run_1/layer_met3.png
Drawn at 2 px/um.
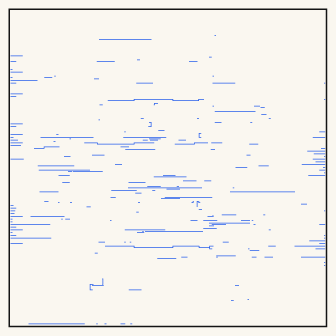
run_1/flops_by_reg.png
Drawn at 4 px/um. Other sequential cells in the stronger gray, the rest of the logic in the fainter gray.
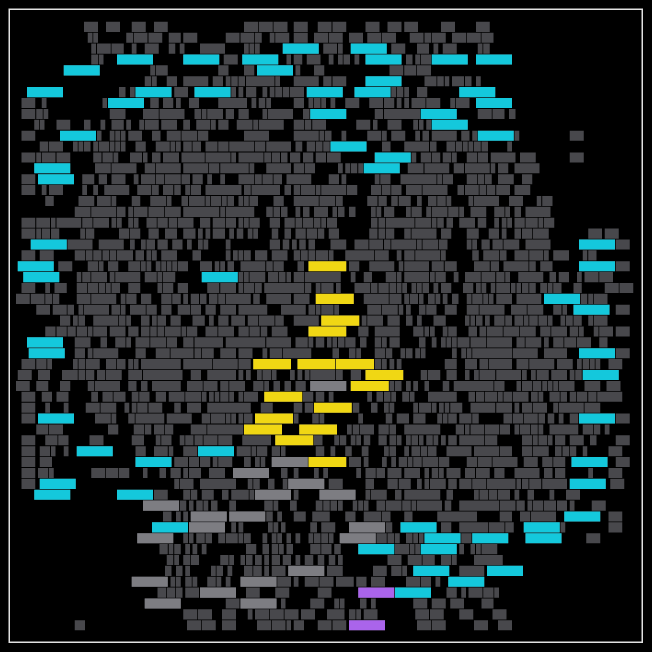
run_1/wires.png
Drawn at 2 px/um. Two of the layers only.
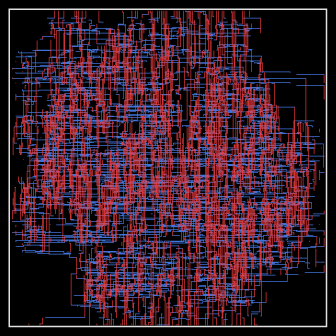
<file path="src/rtl/satarx_scrambler_wide.sv">
// Multi-dword-per-beat SATA frame (de)scrambler with a 16-bit Galois LFSR.
// The LFSR is reseeded at every frame start; mode and dword count are tracked per frame.
module satarx_scrambler_wide #(
  parameter int          NW           = 2,
  parameter logic [15:0] POLYNOMIAL   = 16'ha011,
  parameter logic [15:0] INITIAL      = 16'hffff,
  parameter bit          OPT_LOWPOWER = 1'b1
) (
  input  logic            S_AXI_ACLK,
  input  logic            S_AXI_ARESETN,
  input  logic            i_cfg_scrambler_en,
  input  logic            S_AXIS_TVALID,
  output logic            S_AXIS_TREADY,
  input  logic [32*NW-1:0] S_AXIS_TDATA,
  input  logic [NW-1:0]   S_AXIS_TKEEP,
  input  logic            S_AXIS_TLAST,
  output logic            M_AXIS_TVALID,
  input  logic            M_AXIS_TREADY,
  output logic [32*NW-1:0] M_AXIS_TDATA,
  output logic [NW-1:0]   M_AXIS_TKEEP,
  output logic            M_AXIS_TLAST,
  output logic [15:0]     o_frame_words,
  output logic            o_active
);

  localparam int KW = $clog2(NW + 1);

  logic [15:0]      fill;
  logic [15:0]      seed;
  logic [15:0]      fill_nxt;
  logic [47:0]      step;
  logic [KW-1:0]    kcnt;
  logic [32*NW-1:0] data_nxt;
  logic [16:0]      words_sum;
  logic             accept;

  // Returns {fill after 32 steps, 32 prn bits with bit 0 first in time}.
  function automatic logic [47:0] lfsr_dword(input logic [15:0] f_in);
    logic [15:0] f;
    logic [31:0] prn;
    f   = f_in;
    prn = '0;
    for (int b = 0; b < 32; b++) begin
      prn[b] = f[15];
      f      = {f[14:0], 1'b0} ^ (f[15] ? POLYNOMIAL : 16'h0000);
    end
    return {f, prn};
  endfunction

  assign S_AXIS_TREADY = !M_AXIS_TVALID || M_AXIS_TREADY;
  assign accept        = S_AXIS_TVALID && S_AXIS_TREADY;

  always_comb begin
    kcnt     = '0;
    step     = '0;
    data_nxt = '0;
    for (int i = 0; i < NW; i++) begin
      kcnt = kcnt + KW'(S_AXIS_TKEEP[i]);
    end
    // A frame start ignores the fill register so mode is fixed for the whole frame.
    seed     = o_active ? fill : (i_cfg_scrambler_en ? INITIAL : 16'h0000);
    fill_nxt = seed;
    for (int i = 0; i < NW; i++) begin
      step = lfsr_dword(fill_nxt);
      if (i < int'(kcnt)) begin
        data_nxt[32*i +: 32] = S_AXIS_TDATA[32*i +: 32] ^ step[31:0];
        fill_nxt             = step[47:32];
      end else if (!OPT_LOWPOWER) begin
        data_nxt[32*i +: 32] = S_AXIS_TDATA[32*i +: 32];
      end
    end
    words_sum = {1'b0, o_frame_words} + 17'(kcnt);
  end

  always_ff @(posedge S_AXI_ACLK or negedge S_AXI_ARESETN) begin
    if (!S_AXI_ARESETN) begin
      M_AXIS_TVALID <= 1'b0;
      M_AXIS_TDATA  <= '0;
      M_AXIS_TKEEP  <= '0;
      M_AXIS_TLAST  <= 1'b0;
      fill          <= INITIAL;
      o_frame_words <= 16'h0000;
      o_active      <= 1'b0;
    end else begin
      if (accept) begin
        M_AXIS_TVALID <= 1'b1;
        M_AXIS_TDATA  <= data_nxt;
        M_AXIS_TKEEP  <= S_AXIS_TKEEP;
        M_AXIS_TLAST  <= S_AXIS_TLAST;
        fill          <= S_AXIS_TLAST ? INITIAL : fill_nxt;
        o_active      <= !S_AXIS_TLAST;
        if (!o_active) begin
          o_frame_words <= 16'(kcnt);
        end else begin
          o_frame_words <= words_sum[16] ? 16'hffff : words_sum[15:0];
        end
      end else if (M_AXIS_TREADY) begin
        M_AXIS_TVALID <= 1'b0;
        if (OPT_LOWPOWER) begin
          M_AXIS_TDATA <= '0;
          M_AXIS_TKEEP <= '0;
          M_AXIS_TLAST <= 1'b0;
        end
      end
    end
  end

endmodule

</file>
<file path="config.mk">
export PLATFORM = sky130hd
export DESIGN_NAME = satarx_scrambler_wide
export DESIGN_NICKNAME = d
export VERILOG_FILES = /design/src/rtl/satarx_scrambler_wide.sv
export SDC_FILE = /design/constraint.sdc
export NUM_CORES = 1
export LEC_CHECK = 0
export ABC_AREA = 1
export CAP_MARGIN = 20
export CORE_UTILIZATION = 40
export DETAILED_ROUTE_END_ITERATION = 7
export GPL_ROUTABILITY_DRIVEN = 1
export PLACE_DENSITY = 0.69
export SYNTH_ARGS = -nofsm -noshare
export SYNTH_HDL_FRONTEND = slang
export SYNTH_SLANG_ARGS = --single-unit
</file>
<file path="constraint.sdc">
create_clock -name S_AXI_ACLK -period 12.25 [get_ports S_AXI_ACLK]
set_clock_uncertainty 0.05 [all_clocks]
set_input_delay 1.8375 -clock S_AXI_ACLK [delete_from_list [all_inputs] [get_ports S_AXI_ACLK]]
set_output_delay 1.8375 -clock S_AXI_ACLK [all_outputs]
set_load 0.005 [all_outputs]
</file>
==> results.json, run 1 <==
{
  "status": "finished, violations left",
  "synth-main-ff-cell": "dfrtp_1",
  "wl_per_cell_um": 17.0,
  "yosys-stat-area_mm2": 0.00972,
  "crit_type": "in2reg",
  "hold_viol_final": 0,
  "cts_resized": 4,
  "max_stage_delay_ns": 0.17,
  "synth_nets": 1417,
  "r2r_cells": 90,
  "clkTransAtPathRegs_ns": 0.08,
  "synth_top_area_share": 0.219,
  "row_count": 56,
  "ys_types": 47,
  "fp-utilization": 0.411,
  "max_slew_margin": 0.00100,
  "dp_hpwl_mm": 23.5,
  "sh_seq_area": 0.176,
  "core_mm2": 0.0237,
  "largest_class": "multi-input combinational cells",
  "gp_congestion": 0.983,
  "dp_cells": 1888,
  "die_width_um": 158,
  "critical_path_buf_inv_count": 12,
  "dpl_cell_area_mm2": 0.0123,
  "period_used_share": 0.978,
  "grt_pass1_wl_mm": 48.0,
  "warning_count": 28,
  "yosys_warnings": 0,
  "path_delay_family": "simple AND/OR/NAND/NOR gates",
  "top_regs": "M_AXIS_TDATA: 64 flops, fill: 16 flops, o_frame_words: 16 flops",
  "grt_overflow": 0,
  "syn_to_final_growth_pct": 48.8,
  "largest_reg_flops": 64,
  "postCtsHoldBufs": 0,
  "port_buffers": 157,
  "crit_path_frequent_cell": "nand2_4",
  "grt_max_degree": 62,
  "regToRegEndpoint": "M_AXIS_TDATA[63]",
  "report.final.slew_viol_count": 0,
  "cts-buffers-inserted": 9,
  "clkbuf_count": 9,
  "setup_viol": 0,
  "num-nonclk-buffers": 306,
  "topCellsByArea": "dfrtp_1 (22%), nand2_1 (11%), nand3_1 (9.1%)",
  "ff_count": 101,
  "finish.instance_area_mm2": 0.0145,
  "cts_tree": "done",
  "comb_cells": 1041,
  "yosysSeqAreaShare": 0.262,
  "synth_area_per_cell_um2": 7.26,
  "logic_area_mm2": 0.00784,
  "hold_start": "M_AXIS_TDATA[54]",
  "inv_count": 170,
  "ys_cells": 1340,
  "buf_share": 0.188,
  "top_area_cell": "dfrtp_1",
  "dieArea_mm2": 0.0249,
  "root_buffer": "clkbuf_16",
  "critPathLaunchType": "input port",
  "htreeDepth": 3,
  "violations": "max-capacitance violations",
  "sh_comb_area": 0.542,
  "cp.arrival_ns": 12.23,
  "async_reset_ff_frac": 1.00,
  "first_iter_violations": 485,
  "rr_startpoint": "o_active",
  "drc": 0,
  "endpoint": "M_AXIS_TDATA[63]",
  "cap_viol_max_count": 1,
  "crit_start": "i_cfg_scrambler_en",
  "final_cell_count_no_fill": 1952,
  "top_cell": "nand2_1",
  "die_y_um": 158,
  "hold-path-cell-count": 2,
  "min_path_type": "reg2reg",
  "regMostFlops": "M_AXIS_TDATA",
  "grt_setup_unrepaired": "true",
  "seq_area_mm2": 0.00255,
  "taps": 319,
  "clock_area_frac": 0.0211,
  "grt_pass1_vias": 9427,
  "ant_nets": 0,
  "critPathCaptureType": "flip-flop"
}
Notes on layer_met3.png above:
145 nets have wire on it. The wires run mostly horizontal. The layer carries 1160 um of wire.

Notes on flops_by_reg.png above:
Purple shows M_AXIS_TKEEP, placed flops 2. Cyan shows M_AXIS_TDATA, placed flops 64, where all over the die. Yellow shows fill, placed flops 16, where center.
Another 19 sequential cells are not colored.

Notes on wires.png above:
Red shows metal 2, wire length 17000 um. Blue shows metal 1, wire length 13600 um.
final WL: 33.2 mm
routed via count: 10300
All-Layer GR Usage: 0.248

[run 1: cell families (layout without fill, tap and decap cells)]
group,Yosys count,count (layout),synth area share
DFF,101,101,0.262
and+or+nand+nor,777,777,0.461
xor gates and xnor gates,84,84,0.0799
buffers and inverters,198,491,0.0821
AOI/OAI and AO/OA,175,175,0.108
adders and majority gates,5,5,0.00721
[run 1: tightest hold or removal path, stage by stage (launching register included)]
cell and delay [ns]:
dfrtp_1 0.35, nand2_1 0.05, o31ai_1 0.05
[run 1: cells in the final DEF, fill, tap and decap left out, types with 3 or more instances in the layout]
cell type / n
inv_6: 4
inv_4: 6
nand3_2: 58
xor2_1: 62
nand2_1: 245
ha_1: 4
xnor2_4: 4
or2_2: 12
dfstp_2: 16
o22ai_1: 9
o21ai_0: 89
nand2_8: 17
nand3_1: 115
inv_2: 29
xor2_4: 4
inv_1: 130
a32o_1: 11
clkbuf_16: 9
nor2_1: 38
clkdlybuf4s50_1: 155
xnor2_1: 11
clkinv_1: 3
nand2_2: 93
dfrtp_1: 85
a21boi_0: 5
nor3_1: 6
a21oi_2: 3
nand4_1: 3
nand3_4: 77
a21oi_1: 19
a31oi_1: 7
nand3b_1: 17
buf_4: 147
o31ai_1: 21
nand2_4: 92
[run 1: routing by layer]
metal  wire length, um  vias to the layer above  share of wire  GRT usage
met1             13600                     4920           0.41      0.306
met2             17000                      269           0.51      0.438
met4              1370                        0          0.041     0.0994
met5                 0                        -              0          0
li1                  -                     4995              -          -
met3              1160                       76          0.035     0.0293
[run 1: metrics by stage]
stage / setup TNS, ns / setup WS, ns
after floorplan: 0 / 1.28
after global placement: -0.951 / -0.120
after detailed placement: -6.15 / -0.468
after CTS: 0 / 0.00394
after global routing: -5.07 / -0.408
final: 0 / 0.272
==> run 1 -> run 2 <==
--- a/config.mk
+++ b/config.mk
@@ -8,6 +8,7 @@
 export ABC_AREA = 1
 export CAP_MARGIN = 20
 export CORE_UTILIZATION = 40
+export CTS_CLUSTER_DIAMETER = 30
 export DETAILED_ROUTE_END_ITERATION = 7
 export GPL_ROUTABILITY_DRIVEN = 1
 export PLACE_DENSITY = 0.69
run_2/placement.png
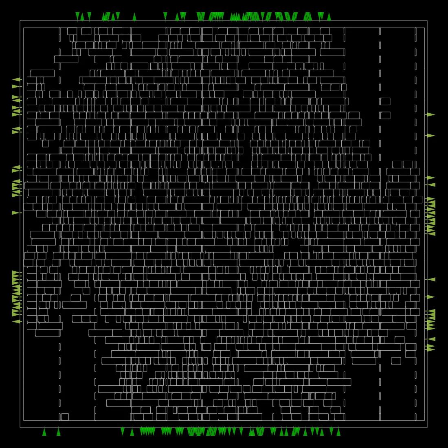
# rows: 56
register share of the cell area: 0.176
Finished Core Util: 0.611
Floorplan Core Area: 0.0237 mm2

run_2/placement_by_type.png
Drawn at 2 px/um.
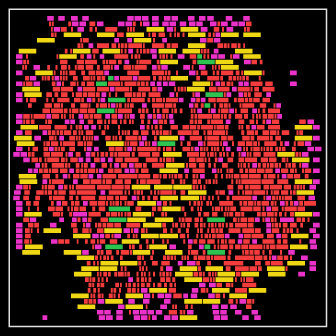
Green shows clock drivers and dummy loads, cells 15. Yellow shows sequential cells, cells 101. Magenta shows remaining buffers and delay cells, cells 306. Red shows combinational and other logic, cells 1211.

==> run 2 against run 1 <==
Compared with the run above: critical path depth stayed put; final cell count stayed put; clock-buffer cell count stayed put; core utilization stayed put; critical endpoint unchanged; the run still ends with max-capacitance violations left; setup slack stayed put; critical path type unchanged; via count stayed put; highest routed layer unchanged; global-route usage stayed put.
==> results.json, run 2 <==
{
  "worstPathMaxFanout": 7,
  "drt-met1-wl_mm": 13.6,
  "num-nets-final": 1706,
  "ys_types": 47,
  "clkTransAtPathRegs_ns": 0.08,
  "fmax_mhz": 83.5,
  "cts_resized": 4,
  "route.met2.wl_mm": 17.0,
  "dp_hpwl_mm": 23.5,
  "period_used_share": 0.978,
  "highest-signal-layer": "met4",
  "synth_area_per_cell_um2": 7.26,
  "path_delay_family": "simple AND/OR/NAND/NOR gates",
  "crit_type": "in2reg",
  "logic_family": "simple AND/OR/NAND/NOR gates",
  "yosysSeqAreaShare": 0.262,
  "simple_gate_share": 0.461,
  "crit_path_frequent_cell": "nand2_4",
  "final.min_clock_period_ns": 11.98,
  "grt_setup_unrepaired": "true",
  "numSynthFlops": 101,
  "top_regs": "M_AXIS_TDATA: 64 flops, fill: 16 flops, o_frame_words: 16 flops",
  "fin_tns_setup_ns": 0,
  "top_cell": "nand2_1",
  "postCtsHoldBufs": 0,
  "ant_nets": 0,
  "ys_top_cells_by_count": "nand2_1 (281), nand3_1 (177), inv_1 (139)",
  "largest_reg_flops": 64,
  "cts_setup_buffers": 1,
  "xor_area_frac": 0.0799,
  "drive_gt1_frac": 0.358,
  "die_y_um": 158,
  "status": "finished, violations left",
  "lay_top_count": "nand2_1",
  "tightestPinTransition_ns": 1.48,
  "root_buffer": "clkbuf_16",
  "wirelength_mm": 33.2,
  "critPathCaptureType": "flip-flop",
  "grt_overflow": 0,
  "ys_cells": 1340,
  "max_stage_delay_ns": 0.17,
  "warning_count": 28,
  "htreeDepth": 3,
  "use_met1": 0.306,
  "port_buffers": 157,
  "syn_inst": 1340,
  "crit_required_ns": 12.50,
  "setup_viol": 0,
  "synth-edff-count": 0,
  "max_slew_margin": 0.00100,
  "report.final.slew_viol_count": 0,
  "regMostFlops": "M_AXIS_TDATA",
  "async_reset_ff_frac": 1.00,
  "cap_viol_max_count": 1,
  "grt_max_degree": 62,
  "die_width_um": 158,
  "cp.arrival_ns": 12.23,
  "violations": "max-capacitance violations",
  "use_met2": 0.438,
  "syn_area_mm2": 0.00972,
  "track_usage": 0.248,
  "yosys-stat-area_mm2": 0.00972,
  "cts_sinks": 101,
  "via_per_inst": 5.26,
  "syn_to_final_growth_pct": 48.8,
  "synth-main-ff-cell": "dfrtp_1",
  "drc": 0,
  "num-fill-cells": 2048,
  "topCellsByArea": "dfrtp_1 (22%), nand2_1 (11%), nand3_1 (9.1%)",
  "synth_nets": 1417,
  "busiest_layer": "met2",
  "diodes": 0,
  "cp_slowest_cell": "nand3_4",
  "synth_top_area_share": 0.219,
  "dr.pass1.iters": 7,
  "ys_sh_aoi": 0.108,
  "cts-buffers-inserted": 9,
  "first_iter_violations": 485,
  "wl_per_cell_um": 17.0,
  "yosys_warnings": 0,
  "ys_sh_mux": 0,
  "dieArea_mm2": 0.0249,
  "cts_tree": "done",
  "fp-utilization": 0.411,
  "antenna_found_initial": 0,
  "gp_congestion": 0.983,
  "mostFrequentLayoutCells": "nand2_1 (245), clkdlybuf4s50_1 (155), buf_4 (147)",
  "min_path_type": "reg2reg",
  "critPathLaunchType": "input port",
  "grt_pass1_vias": 9427,
  "clk_latency_ns": 0.37,
  "top_area_cell": "dfrtp_1",
  "ctsLongestPathBuffers": 2,
  "dr_wl_met3_mm": 1.16,
  "grt_pass1_wl_mm": 48.0,
  "critical_path_buf_inv_count": 12,
  "vias": 10300,
  "hold_viol_final": 0,
  "ys_sh_adder": 0.00721,
  "ioPinCount": 158
}
run_2/layer_met3.png
Drawn at 2 px/um.
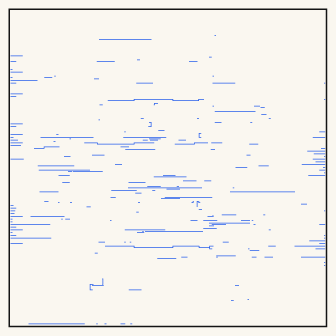
The layer holds 3.5% of the routed length. The longest straight run is 36.8 um. The wires run mostly horizontal.
met3 usage: 0.0293

## run 2: tightest hold or removal path: stages (launching register included)
cell and delay (ns):
dfrtp_1 0.35, nand2_1 0.05, o31ai_1 0.05
## run 2: area by class of cell
type	instances	area [um2]	share of cell area
inverters	170	659	0.0456
clock inverters	6	80.1	0.00553
multi-input cells	1041	7840	0.542
flip-flops and latches	101	2550	0.176
repair buffers	306	2720	0.188
well taps	319	399	0.0276
clock buffers	9	225	0.0156
## run 2: final timing paths
| path | cells after the start | slack, ns | from | end |
|---|---|---|---|---|
| max | 100 | 0.27 | i_cfg_scrambler_en | M_AXIS_TDATA[63] |
| min | 2 | 0.44 | M_AXIS_TDATA[54] | M_AXIS_TDATA[54] |
| max reg2reg | 90 | 0.92 | o_active | M_AXIS_TDATA[63] |
| min reg2reg | 2 | 0.44 | M_AXIS_TDATA[54] | M_AXIS_TDATA[54] |
| max in group asynchronous | 2 | 9.48 | S_AXI_ARESETN | M_AXIS_TDATA[63] |
| min in group asynchronous | 1 | 1.41 | S_AXI_ARESETN | o_frame_words[6] |
## run 2: per-stage QoR
step | hold WS (ns) | setup slack [ns] | area [um2] | cells
finish | 0.438 | 0.272 | 14500 | 1952
floorplan | 0.396 | 1.28 | 9720 | 1340
global placement | 0.414 | -0.120 | 12300 | 1888
global route | 0.458 | -0.408 | 14500 | 1952
CTS | 0.437 | 0.00394 | 12600 | 1904
detailed placement | 0.418 | -0.468 | 12300 | 1888
